clock_wires.png
The bar under the picture is 20 µm long.
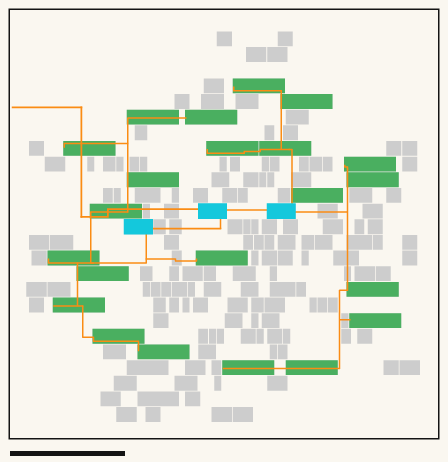
floorplan.png
The bar under the picture is 20 µm long. Pins as bars on the die edge.
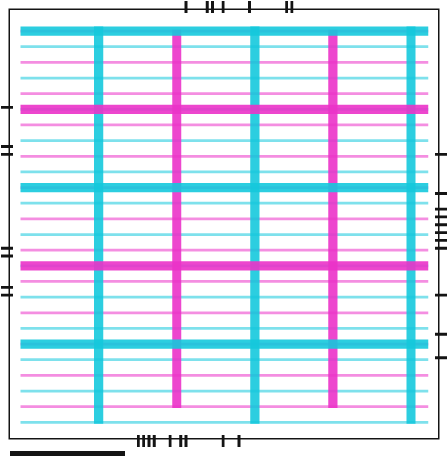
class_map.png
The bar under the picture is 20 µm long.
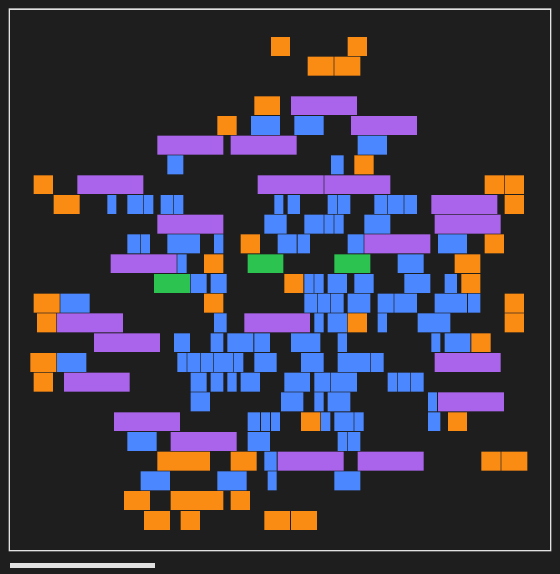
layers.png
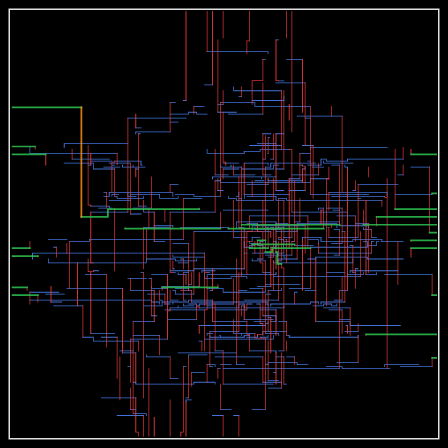
congestion_map.png
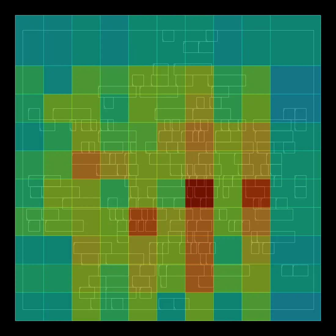
==> src/rtl/inst_fetch_unit_if.sv <==
// Bus between the fetch unit, the instruction ROM and the datapath.
// master = fetch unit, slave = ROM/datapath side.
interface inst_fetch_unit_if;
    logic [7:0] InstAddress;
    logic [9:0] InstOut;
    logic [3:0] Opcode;
    logic [2:0] Rs;
    logic [2:0] Rt;
    logic       ExecValid;
    logic       Stall;
    logic       CmpEq;

    modport master (
        output InstAddress, Opcode, Rs, Rt, ExecValid,
        input  InstOut, Stall, CmpEq
    );

    modport slave (
        input  InstAddress, Opcode, Rs, Rt, ExecValid,
        output InstOut, Stall, CmpEq
    );
endinterface

==> src/rtl/inst_fetch_unit.sv <==
// Instruction fetch/sequence unit: FETCH -> EXEC -> FETCH, or -> HALT on opcode 0000.
// Define INST_FETCH_RETIRE_COUNT_EN to add the saturating RetiredCount output.
module inst_fetch_unit (
    input  logic              Clk,
    input  logic              Reset_n,
    inst_fetch_unit_if.master bus,
    output logic              Halted
`ifdef INST_FETCH_RETIRE_COUNT_EN
    ,
    output logic [15:0]       RetiredCount
`endif
);
    // state   | meaning
    // S_FETCH | latch ROM word into IR (one cycle)
    // S_EXEC  | decoded fields valid; wait for Stall=0, then update PC
    // S_HALT  | terminal until reset
    typedef enum logic [1:0] {
        S_FETCH = 2'd0,
        S_EXEC  = 2'd1,
        S_HALT  = 2'd2
    } state_t;

    state_t     r_state;
    logic [7:0] r_pc;
    logic [9:0] r_ir;
    logic       r_exec_valid;
    logic       r_halted;
    logic [7:0] w_pc_next;
    logic       w_retire;

    assign w_retire = (r_state == S_EXEC) && !bus.Stall;

    // PC arithmetic wraps naturally at 8 bits.
    always_comb begin
        w_pc_next = r_pc + 8'd1;
        case (r_ir[9:6])
            4'b1001: w_pc_next = {2'b00, r_ir[5:0]};
            4'b1000: w_pc_next = bus.CmpEq ? (r_pc + 8'd1) : (r_pc + 8'd2);
            4'b1100: w_pc_next = bus.CmpEq ? (r_pc + 8'd2) : (r_pc + 8'd1);
            4'b0000: w_pc_next = r_pc;
            default: w_pc_next = r_pc + 8'd1;
        endcase
    end

    always_ff @(posedge Clk or negedge Reset_n) begin
        if (!Reset_n) begin
            r_state      <= S_FETCH;
            r_pc         <= 8'd0;
            r_ir         <= 10'd0;
            r_exec_valid <= 1'b0;
            r_halted     <= 1'b0;
        end else begin
            case (r_state)
                S_FETCH: begin
                    r_ir         <= bus.InstOut;
                    r_state      <= S_EXEC;
                    r_exec_valid <= 1'b1;
                end
                S_EXEC: begin
                    if (!bus.Stall) begin
                        r_pc         <= w_pc_next;
                        r_exec_valid <= 1'b0;
                        if (r_ir[9:6] == 4'b0000) begin
                            r_state  <= S_HALT;
                            r_halted <= 1'b1;
                        end else begin
                            r_state  <= S_FETCH;
                        end
                    end
                end
                S_HALT: begin
                    r_state <= S_HALT;
                end
                default: begin
                    r_state      <= S_FETCH;
                    r_exec_valid <= 1'b0;
                end
            endcase
        end
    end

`ifdef INST_FETCH_RETIRE_COUNT_EN
    logic [15:0] r_retired;

    always_ff @(posedge Clk or negedge Reset_n) begin
        if (!Reset_n) begin
            r_retired <= 16'd0;
        end else if (w_retire && (r_retired != 16'hFFFF)) begin
            r_retired <= r_retired + 16'd1;
        end
    end

    assign RetiredCount = r_retired;
`endif

    assign bus.InstAddress = r_pc;
    assign bus.Opcode      = r_ir[9:6];
    assign bus.Rs          = r_ir[5:3];
    assign bus.Rt          = r_ir[2:0];
    assign bus.ExecValid   = r_exec_valid;
    assign Halted          = r_halted;

endmodule

==> src/flat_wrapper.sv <==
// flat-port wrapper written by rule: the top's interface ports become plain ports
module inst_fetch_unit_flat 
  (Clk, Reset_n, Halted, bus_InstAddress, bus_Opcode, bus_Rs, bus_Rt, bus_ExecValid, bus_InstOut, bus_Stall, bus_CmpEq);
  inst_fetch_unit_if bus_i ();
  input  logic Clk;
  input  logic Reset_n;
  output logic Halted;
  output wire logic [$bits(bus_i.InstAddress)-1:0] bus_InstAddress;
  output wire logic [$bits(bus_i.Opcode)-1:0] bus_Opcode;
  output wire logic [$bits(bus_i.Rs)-1:0] bus_Rs;
  output wire logic [$bits(bus_i.Rt)-1:0] bus_Rt;
  output wire logic [$bits(bus_i.ExecValid)-1:0] bus_ExecValid;
  input wire logic [$bits(bus_i.InstOut)-1:0] bus_InstOut;
  input wire logic [$bits(bus_i.Stall)-1:0] bus_Stall;
  input wire logic [$bits(bus_i.CmpEq)-1:0] bus_CmpEq;
  assign bus_InstAddress = bus_i.InstAddress;
  assign bus_Opcode = bus_i.Opcode;
  assign bus_Rs = bus_i.Rs;
  assign bus_Rt = bus_i.Rt;
  assign bus_ExecValid = bus_i.ExecValid;
  assign bus_i.InstOut = bus_InstOut;
  assign bus_i.Stall = bus_Stall;
  assign bus_i.CmpEq = bus_CmpEq;
  inst_fetch_unit u_core (.Clk(Clk), .Reset_n(Reset_n), .bus(bus_i), .Halted(Halted));
endmodule
==> config.mk <==
export PLATFORM = sky130hd
export DESIGN_NAME = inst_fetch_unit_flat
export DESIGN_NICKNAME = d
export VERILOG_FILES = /design/src/rtl/inst_fetch_unit_if.sv /design/src/rtl/inst_fetch_unit.sv /design/src/flat_wrapper.sv
export SDC_FILE = /design/constraint.sdc
export NUM_CORES = 1
export LEC_CHECK = 0
export CAP_MARGIN = 20
export CORE_MARGIN = 1.5
export CORE_UTILIZATION = 25
export DETAILED_ROUTE_END_ITERATION = 10
export REMOVE_ABC_BUFFERS = 1
export SLEW_MARGIN = 20
export SYNTH_ARGS = -nofsm -noshare
export SYNTH_HDL_FRONTEND = slang
export SYNTH_SLANG_ARGS = --single-unit
==> constraint.sdc <==
create_clock -name Clk -period 2.6 [get_ports Clk]
set_clock_uncertainty 0.1 [all_clocks]
set_input_delay 0.78 -clock Clk [delete_from_list [all_inputs] [get_ports Clk]]
set_output_delay 0.78 -clock Clk [all_outputs]
set_load 0.1 [all_outputs]
==> metrics.cfg <==
[run_status]
status = finished clean

[critical_path]
cp-end-kind = flop
critical_path.max_fanout = 2
startpoint = bus_CmpEq
critPathArrivalTime_ns = 2.37
critPathKind = in -> reg
worstReg2RegStart = u_core.r_ir[9]
start_kind = input port

[clocking]
cts_buffer_depth = 2
cts_hold_buf = 0
ctsResizeCount = 0
htree_levels = 1

[global_route]
use_met3_pct = 3.52
grt_pass1_vias = 1091
grt.overflow.total = 0
grt_max_degree = 23
grt_pass1_wl_um = 5240
grt_use_met1_pct = 16.8

[synth]
synth-async-reset-ratio_pct = 100
yosys_area_mm2 = 0.00127
ys_top_cells_by_count = 22 x dfrtp_1, 15 x a21oi_1, 11 x nand2_1
synth.avg_cell_area_um2 = 9.72
logic_family = AND-OR/OR-AND gates
yosysWarnings = 0
synthAoiAreaFrac_pct = 21.6
ys_cells = 131
ys_sh_simple_pct = 16.2
area_leaders = dfrtp_1 43%, mux2_2 8.0%, a21oi_1 5.9%, nand2_1 3.2%, nor2_1 2.9%
ys_sh_xor_pct = 2.75

[cells_and_area]
combGateArea_um2 = 653
fillers = 520
flop_area_um2 = 551
drive_above_1_share_pct = 26.2

[final_timing]
min_period_over_period_pct = 87.6
rsz0062_at_grt = false
finalHoldViolCount = 0
tightest_slew_ns = 0.561
fin_tns_setup_ns = 0
period_minus_slack_ns = 2.28
relSlewSlack_pct = 62.5
finalSetupViolations = 0

[hold_path]
hold_class = reg -> reg
hold_start = u_core.Halted

[routing]
highest_layer = met4
dr.pass1.iters = 4
viasPerCell = 4.77
first_iter_violations = 58
ant_nets = 0

[place]
routabilityCongestion = 0.906
dp_hpwl_um = 2380

[job]
warnings = 25
maxCapViolCount = 0

[floorplan]
die-width_um = 74.4
io_pins = 34
die_h_um = 74.4

## Picture notes: clock_wires.png
[clock-net drivers] cyan | count: 3
[flip-flops] green | count: 22
[clock wires] orange | length: 312 µm
routed clock nets	4

## Picture notes: floorplan.png
net	color
VDD	magenta
VSS	cyan
met4 straps	5
signal pins	34
met5 straps	5

## Picture notes: class_map.png
class	color	cells	share of their area
registers	purple	22	34%
clock-net drivers	green	3	2.5%
remaining buffers and delay cells	orange	40	22%
remaining logic cells	blue	103	42%

## Picture notes: layers.png
layer	color	wire length
M1	blue	1490 µm
M2	red	1450 µm
M3	green	200 µm
M4	orange	19.0 µm
total track usage: 12.3%
wire length per cell: 13.4 µm

## Picture notes: congestion_map.png
GR peak layer: met2
met2 Track Usage GR: 19.6%

final timing paths:
kind | to | cells past startpoint
worst max register to register | u_core.bus.InstAddress[5] | 5
max in group asynchronous | u_core.r_ir[0] | 2
worst min register to register | u_core.Halted | 1
min in group asynchronous | u_core.bus.InstAddress[1] | 2
worst min-delay path | u_core.Halted | 1
worst max-delay path | u_core.bus.InstAddress[4] | 6
through the flow:
step,util (%),hold slack [ns],cells,worst slack (ns),area [µm²]
global placement,34.7,0.355,232,0.0872,1670
global route,35.6,0.415,235,0.243,1710
CTS,35.6,0.381,235,0.339,1710
floorplan,-,0.370,125,0.223,1230
finish,35.6,0.373,235,0.321,1710
detailed placement,34.7,0.357,232,0.0685,1670
final cells by class:
type / instances / share of cell area (%)
tap: 67 / 4.89
multi-input combinational: 96 / 38.1
inverter: 7 / 1.53
sequential: 22 / 32.1
clock buffer: 3 / 2.41
timing repair buffer: 40 / 20.9
sequential cells by signal (all words and copies together), names as in the netlist:
| signal | count |
|---|---|
| u_core.Halted | 1 |
| u_core.bus.ExecValid | 1 |
| u_core.bus.InstAddress | 8 |
| u_core.r_ir | 10 |
| u_core.r_state | 2 |
cell usage in the layout (no fill, tap or decap), types with 3 or more instances in the layout:
cell / count
buf_4: 25
mux2_2: 9
clkdlybuf4s50_1: 13
o21ai_0: 5
nor2_1: 10
nand2_1: 11
dfrtp_1: 22
nor2b_1: 3
a21oi_1: 15
clkbuf_8: 3
nand2b_1: 3
inv_1: 7
nand3_1: 4
worst reg2reg max path, cell delays in order, from the launching register on:
cell     delay [ns]
dfrtp_1        0.43
nor2b_1        0.50
and3_4         0.34
a21oi_1        0.05
a21o_1         0.19
a22o_1         0.17
